==> images/congestion_map.png <==
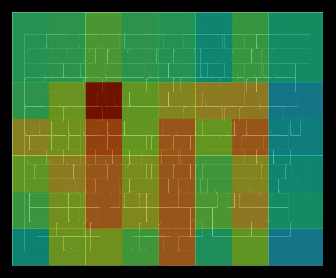
==> images/clock_wires.png <==
Drawn at 8 px/um.
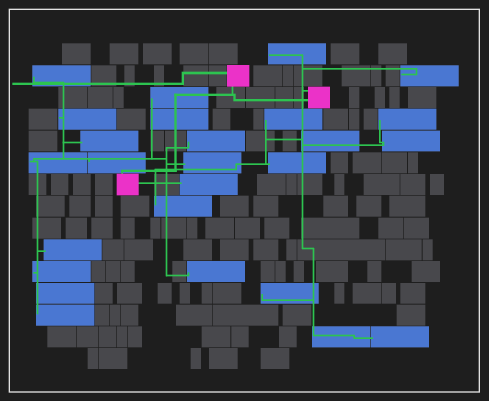
[config.mk]
export PLATFORM = sky130hd
export DESIGN_NAME = fifo_read_arbiter
export DESIGN_NICKNAME = d
export VERILOG_FILES = /design/src/rtl/fifo_read_arbiter.sv
export SDC_FILE = /design/constraint.sdc
export NUM_CORES = 1
export LEC_CHECK = 0
export CAP_MARGIN = 20
export CORE_ASPECT_RATIO = 0.8
export CORE_MARGIN = 2
export CORE_UTILIZATION = 50
export DETAILED_ROUTE_END_ITERATION = 10
export GPL_TIMING_DRIVEN = 0
export PLACE_DENSITY = 0.83
export REMOVE_ABC_BUFFERS = 1
export SYNTH_ARGS = -nofsm -noshare
export SYNTH_HDL_FRONTEND = slang
export SYNTH_SLANG_ARGS = --single-unit
[constraint.sdc]
create_clock -name rclk -period 4 [get_ports rclk]
set_input_delay 0.8 -clock rclk [delete_from_list [all_inputs] [get_ports rclk]]
set_output_delay 0.8 -clock rclk [all_outputs]
set_load 0.1 [all_outputs]
[src/rtl/fifo_read_arbiter.sv]
// Round-robin arbiter sharing one FIFO read port among NUM_REQ consumers.
// Each grant pops up to BURST_LEN words (1 when nearly empty) with registered delivery.
module fifo_read_arbiter #(
   parameter int NUM_REQ    = 4,
   parameter int DATA_WIDTH = 8,
   parameter int BURST_LEN  = 4
) (
   input  logic                  rclk,
   input  logic                  rrst,
   input  logic [NUM_REQ-1:0]    req,
   input  logic                  rempty,
   input  logic                  ralmost_empty,
   input  logic [DATA_WIDTH-1:0] rdata,
   output logic                  rinc,
   output logic [NUM_REQ-1:0]    gnt,
   output logic [DATA_WIDTH-1:0] dout,
   output logic [NUM_REQ-1:0]    dout_valid,
   output logic                  busy
);

   localparam int IW = (NUM_REQ > 1) ? $clog2(NUM_REQ) : 1;
   localparam int CW = $clog2(BURST_LEN + 1);
   localparam logic [IW:0]   NREQ_W = (IW+1)'(NUM_REQ);
   localparam logic [IW-1:0] LAST   = IW'(NUM_REQ - 1);
   localparam logic [CW-1:0] BL_W   = CW'(BURST_LEN);
   localparam logic [CW-1:0] ONE_W  = CW'(1);

   typedef enum logic {IDLE, BURST} state_t;

   state_t                  state_q, state_d;
   logic [NUM_REQ-1:0]      gnt_q, gnt_d;
   logic [IW-1:0]           owner_q, owner_d;
   logic [IW-1:0]           rr_ptr_q, rr_ptr_d;
   logic [CW-1:0]           limit_q, limit_d;
   logic [CW-1:0]           pop_cnt_q, pop_cnt_d;
   logic [DATA_WIDTH-1:0]   dout_q, dout_d;
   logic [NUM_REQ-1:0]      dout_valid_q, dout_valid_d;

   logic                    sel_vld;
   logic [IW-1:0]           sel_idx;
   logic                    owner_req;

   // First requester at or after rr_ptr, scanning with wraparound.
   always_comb begin
      logic [IW:0] pos;
      sel_vld = 1'b0;
      sel_idx = '0;
      pos     = '0;
      for (int i = 0; i < NUM_REQ; i++) begin
         pos = {1'b0, rr_ptr_q} + (IW+1)'(i);
         if (pos >= NREQ_W) pos = pos - NREQ_W;
         if (!sel_vld && req[pos[IW-1:0]]) begin
            sel_vld = 1'b1;
            sel_idx = pos[IW-1:0];
         end
      end
   end

   always_comb begin
      state_d      = state_q;
      gnt_d        = gnt_q;
      owner_d      = owner_q;
      rr_ptr_d     = rr_ptr_q;
      limit_d      = limit_q;
      pop_cnt_d    = pop_cnt_q;
      dout_d       = dout_q;
      dout_valid_d = '0;
      busy         = (state_q == BURST);
      owner_req    = req[owner_q];
      rinc         = busy & ~rrst & ~rempty & owner_req & (pop_cnt_q < limit_q);

      if (rinc) begin
         dout_d       = rdata;
         dout_valid_d = gnt_q;
         pop_cnt_d    = pop_cnt_q + ONE_W;
      end

      case (state_q)
         IDLE: begin
            if (sel_vld && !rempty) begin
               state_d   = BURST;
               owner_d   = sel_idx;
               limit_d   = ralmost_empty ? ONE_W : BL_W;
               pop_cnt_d = '0;
               for (int i = 0; i < NUM_REQ; i++) gnt_d[i] = (sel_idx == IW'(i));
            end
         end
         BURST: begin
            // pop_cnt_d already includes this cycle's pop.
            if (rempty || !owner_req || (rinc && (pop_cnt_d == limit_q))) begin
               state_d  = IDLE;
               gnt_d    = '0;
               rr_ptr_d = (owner_q == LAST) ? '0 : owner_q + IW'(1);
            end
         end
         default: state_d = IDLE;
      endcase
   end

   always_ff @(posedge rclk) begin
      if (rrst) begin
         state_q      <= IDLE;
         gnt_q        <= '0;
         owner_q      <= '0;
         rr_ptr_q     <= '0;
         limit_q      <= '0;
         pop_cnt_q    <= '0;
         dout_q       <= '0;
         dout_valid_q <= '0;
      end else begin
         state_q      <= state_d;
         gnt_q        <= gnt_d;
         owner_q      <= owner_d;
         rr_ptr_q     <= rr_ptr_d;
         limit_q      <= limit_d;
         pop_cnt_q    <= pop_cnt_d;
         dout_q       <= dout_d;
         dout_valid_q <= dout_valid_d;
      end
   end

   assign gnt        = gnt_q;
   assign dout       = dout_q;
   assign dout_valid = dout_valid_q;

endmodule

==> out/summary.rpt <==
=================================================================================
Hold crit path type                                                       reg2reg
Gpl congestion                                                              0.700
Detailed Route Iter0 Violations                                                21
Sequential area share after synthesis                                       0.437
Routed wire length                                                        2600 um
Worst hold stages                                                               2
I/O pin total                                                                  34
Highest routing layer actually used                                          met4
Reg2Reg Setup Slack                                                       2.17 ns
Yosys Warn Count                                                                0
Leakage power of the design                                              0.604 nW
Final critical delay including setup and external delays                  3.53 ns
Final Core Density                                                          0.715
Buffer cell driving the clock tree root                              sky130_fd_sc_hd__clkbuf_4
Horizontal die size                                                       58.6 um
Data arrival time of the worst path                                       2.73 ns
Total via count after detailed routing                                        960
Total power per unit cell area                                        350 mW/mm^2
Standard-cell row count                                                        15
Post-CTS Setup Repair Bufs                                                      0
Number of buffers inserted during clock tree synthesis                          3
Area taken by multi-input logic gates                                    612 um^2
Number of iterations in the first detailed-routing pass                         4
Library cell occupying the most area in the post-synthesis netlist   sky130_fd_sc_hd__dfxtp_1
Diodes inserted                                                                 0
Fraction of layout cells with a size suffix above 1                         0.171
Number of port buffers                                                         33
Classification of the worst setup path                                     in2out
Final Hold Fails                                                                0
Max-Slew Margin vs Limit                                                    0.324
Post-synthesis to final-layout area growth                                  31.7%
Cell Area, Synth                                                     0.00119 mm^2
Remaining design rule violation count                                           0
Max Cap Viol                                                                    0
Outcome                                                              complete, no violations
Via count of the first global-routing pass                                    900
Post-DR vias/cell                                                            5.25
Overflow after GRT                                                              0
Total routed wire length on the met1 layer                                1140 um
Design area                                                          0.00157 mm^2
Buffering stage count on the worst path with inverters included                 4
Ys flop type                                                         sky130_fd_sc_hd__dfxtp_1
Slew at the pin closest to its max-slew limit                             1.01 ns
Yosys Chip Area                                                      0.00119 mm^2
Residual antenna-violating net count after detailed routing                     0
Capturing element type of the critical path                          primary output
Post-route fraction of the period consumed by the critical path             0.883
Gate Count Post-Synth                                                         124
Mapped Avg Cell Area                                                    9.61 um^2
Kind of cell with the highest combined delay on the critical path    buffers and inverters
FMAX                                                                      283 MHz
Maximum number of pins on one net before global-route repair                   18
Amount of wire on met2 after detailed routing                             1300 um
Clock tree from TritonCTS                                                    done
Peak ir drop on the vdd network                                        0.000286 V
Core utilization at floorplan                                               0.542
Commonest Layout Cell                                                      sky130_fd_sc_hd__clkdlybuf4s50_1
Top-area cell share                                                         0.437
Worst Reg-to-Reg Cells                                                          7
Number of cells in the yosys synthesis report                                 124
Vertical die size                                                         47.7 um
Placeable core region                                                0.00220 mm^2
Area of all sequential standard cells                                    520 um^2
Top library cells by usage in the layout, fill and taps aside        sky130_fd_sc_hd__clkdlybuf4s50_1 (32), sky130_fd_sc_hd__dfxtp_1 (26), sky130_fd_sc_hd__nand2_1 (16)
Sum of negative setup slack                                                  0 ns
Sink of the worst hold path                                               dout[0]
Crit start category                                                  primary input
H-Tree Level Count                                                              1
Unrepaired setup endpoints after global routing                             false
Net total in the final layout                                                 178
Distinct lib cells                                                             39
Number of fillers in the final layout                                         169
Cells taking the most area after synthesis                           sky130_fd_sc_hd__dfxtp_1 (44%), sky130_fd_sc_hd__a21oi_2 (5.1%), sky130_fd_sc_hd__nand2_1 (5.0%)
Maximum net fanout on the critical path                                        17
Clock tree sinks                                                               26
Count of flip-flops with a built-in enable after synthesis                      0
Cell with the largest stage delay on the worst path                  sky130_fd_sc_hd__clkdlybuf4s50_1
OpenROAD warning count                                                         25
=================================================================================
About congestion_map.png:
overall fraction of global-route tracks in use: 0.211
met1 usage in global routing: 0.257
average routed wire per standard cell: 14.2 um

About clock_wires.png:
[magenta] clock-net drivers | count: 3
[green] clock wires | length: 283 um
[blue] flip-flops | count: 26
routed clock nets: 4
power dissipated in the clock network: 182 uW
insertion delay at the late pin of the worst-skew pair: 0.33 ns

==> what timing repair did <==
item                       4_1_cts  5_1_grt
resized                          1        2
setup endpoints to repair        1        1
pin swaps                        0        0
hold buffers                     0        0
==> worst min-delay path, cell delays in order (launching register included) <==
cell,delay (ns)
sky130_fd_sc_hd__dfxtp_1,0.34
sky130_fd_sc_hd__nand2_1,0.05
sky130_fd_sc_hd__a21oi_1,0.05
==> metal layers <==
metal | GRT usage | vias up
li1 | - | 494
met4 | 0.0273 | 0
met5 | 0 | -
met1 | 0.257 | 447
met2 | 0.378 | 17
met3 | 0.0784 | 2
==> area by class of cell <==
class / instances / share of cell area
clock inverter: 1 / 0.0191
multi-input combinational: 89 / 0.390
tap: 25 / 0.0199
inverter: 6 / 0.0175
clock buffer: 3 / 0.0144
timing repair buffer: 33 / 0.207
sequential: 26 / 0.332
==> synth_stat cells (all sizes together), types with 2 or more instances <==
master	n
a211oi	2
o21ai	2
mux2i	3
nand2	21
nor2	8
inv	6
a21o	4
nor3	2
and2	4
dfxtp	26
a21oi	17
ha	3
buf	2
nand2b	3
nand3	2
xnor2	3
==> report_power, final <==
part           total, mW  internal, mW  leakage (nW)  switching, mW
sequential         0.274         0.266         0.211        0.00769
combinational     0.0942        0.0382         0.365         0.0560
clock              0.182         0.101        0.0279         0.0802
total              0.550         0.406         0.604          0.144
==> flip-flops by register name, indices dropped and copies added (netlist names) <==
register,count
gnt,4
limit_q,2
dout,8
rr_ptr_q,2
dout_valid,4
busy,1
pop_cnt_q,3
owner_q,2
==> cell families (layout without fill, tap and decap cells) <==
group,count (synthesis),in the layout,share of synthesized area
fa+ha+maj,3,3,0.0315
simple gates,47,47,0.215
compound gates,31,31,0.193
buf+inv,9,43,0.0494
flops,26,26,0.437
mux,4,4,0.0441
xor+xnor,4,4,0.0294
==> worst max path at each step <==
stage	start	end	slack, ns	depth (start not counted)
3_5_place_dp	rrst	rinc	-0.22	5
3_3_place_gp	rrst	rinc	-0.18	5
4_1_cts	rrst	rinc	0.06	5
6_report	rrst	rinc	0.47	5
5_1_grt	rrst	rinc	0.32	5
2_1_floorplan	busy	rinc	1.19	4
==> per-stage QoR <==
step                cells  setup WS [ns]  hold slack, ns  power (mW)
floorplan             121           1.19           0.459       0.339
global placement      179         -0.180           0.441       0.371
detailed placement    179         -0.222           0.452       0.374
CTS                   183         0.0645           0.471       0.552
global route          183          0.321           0.495       0.571
finish                183          0.467           0.470       0.550
No activity file was given, so power comes from the tool's default toggle rates.
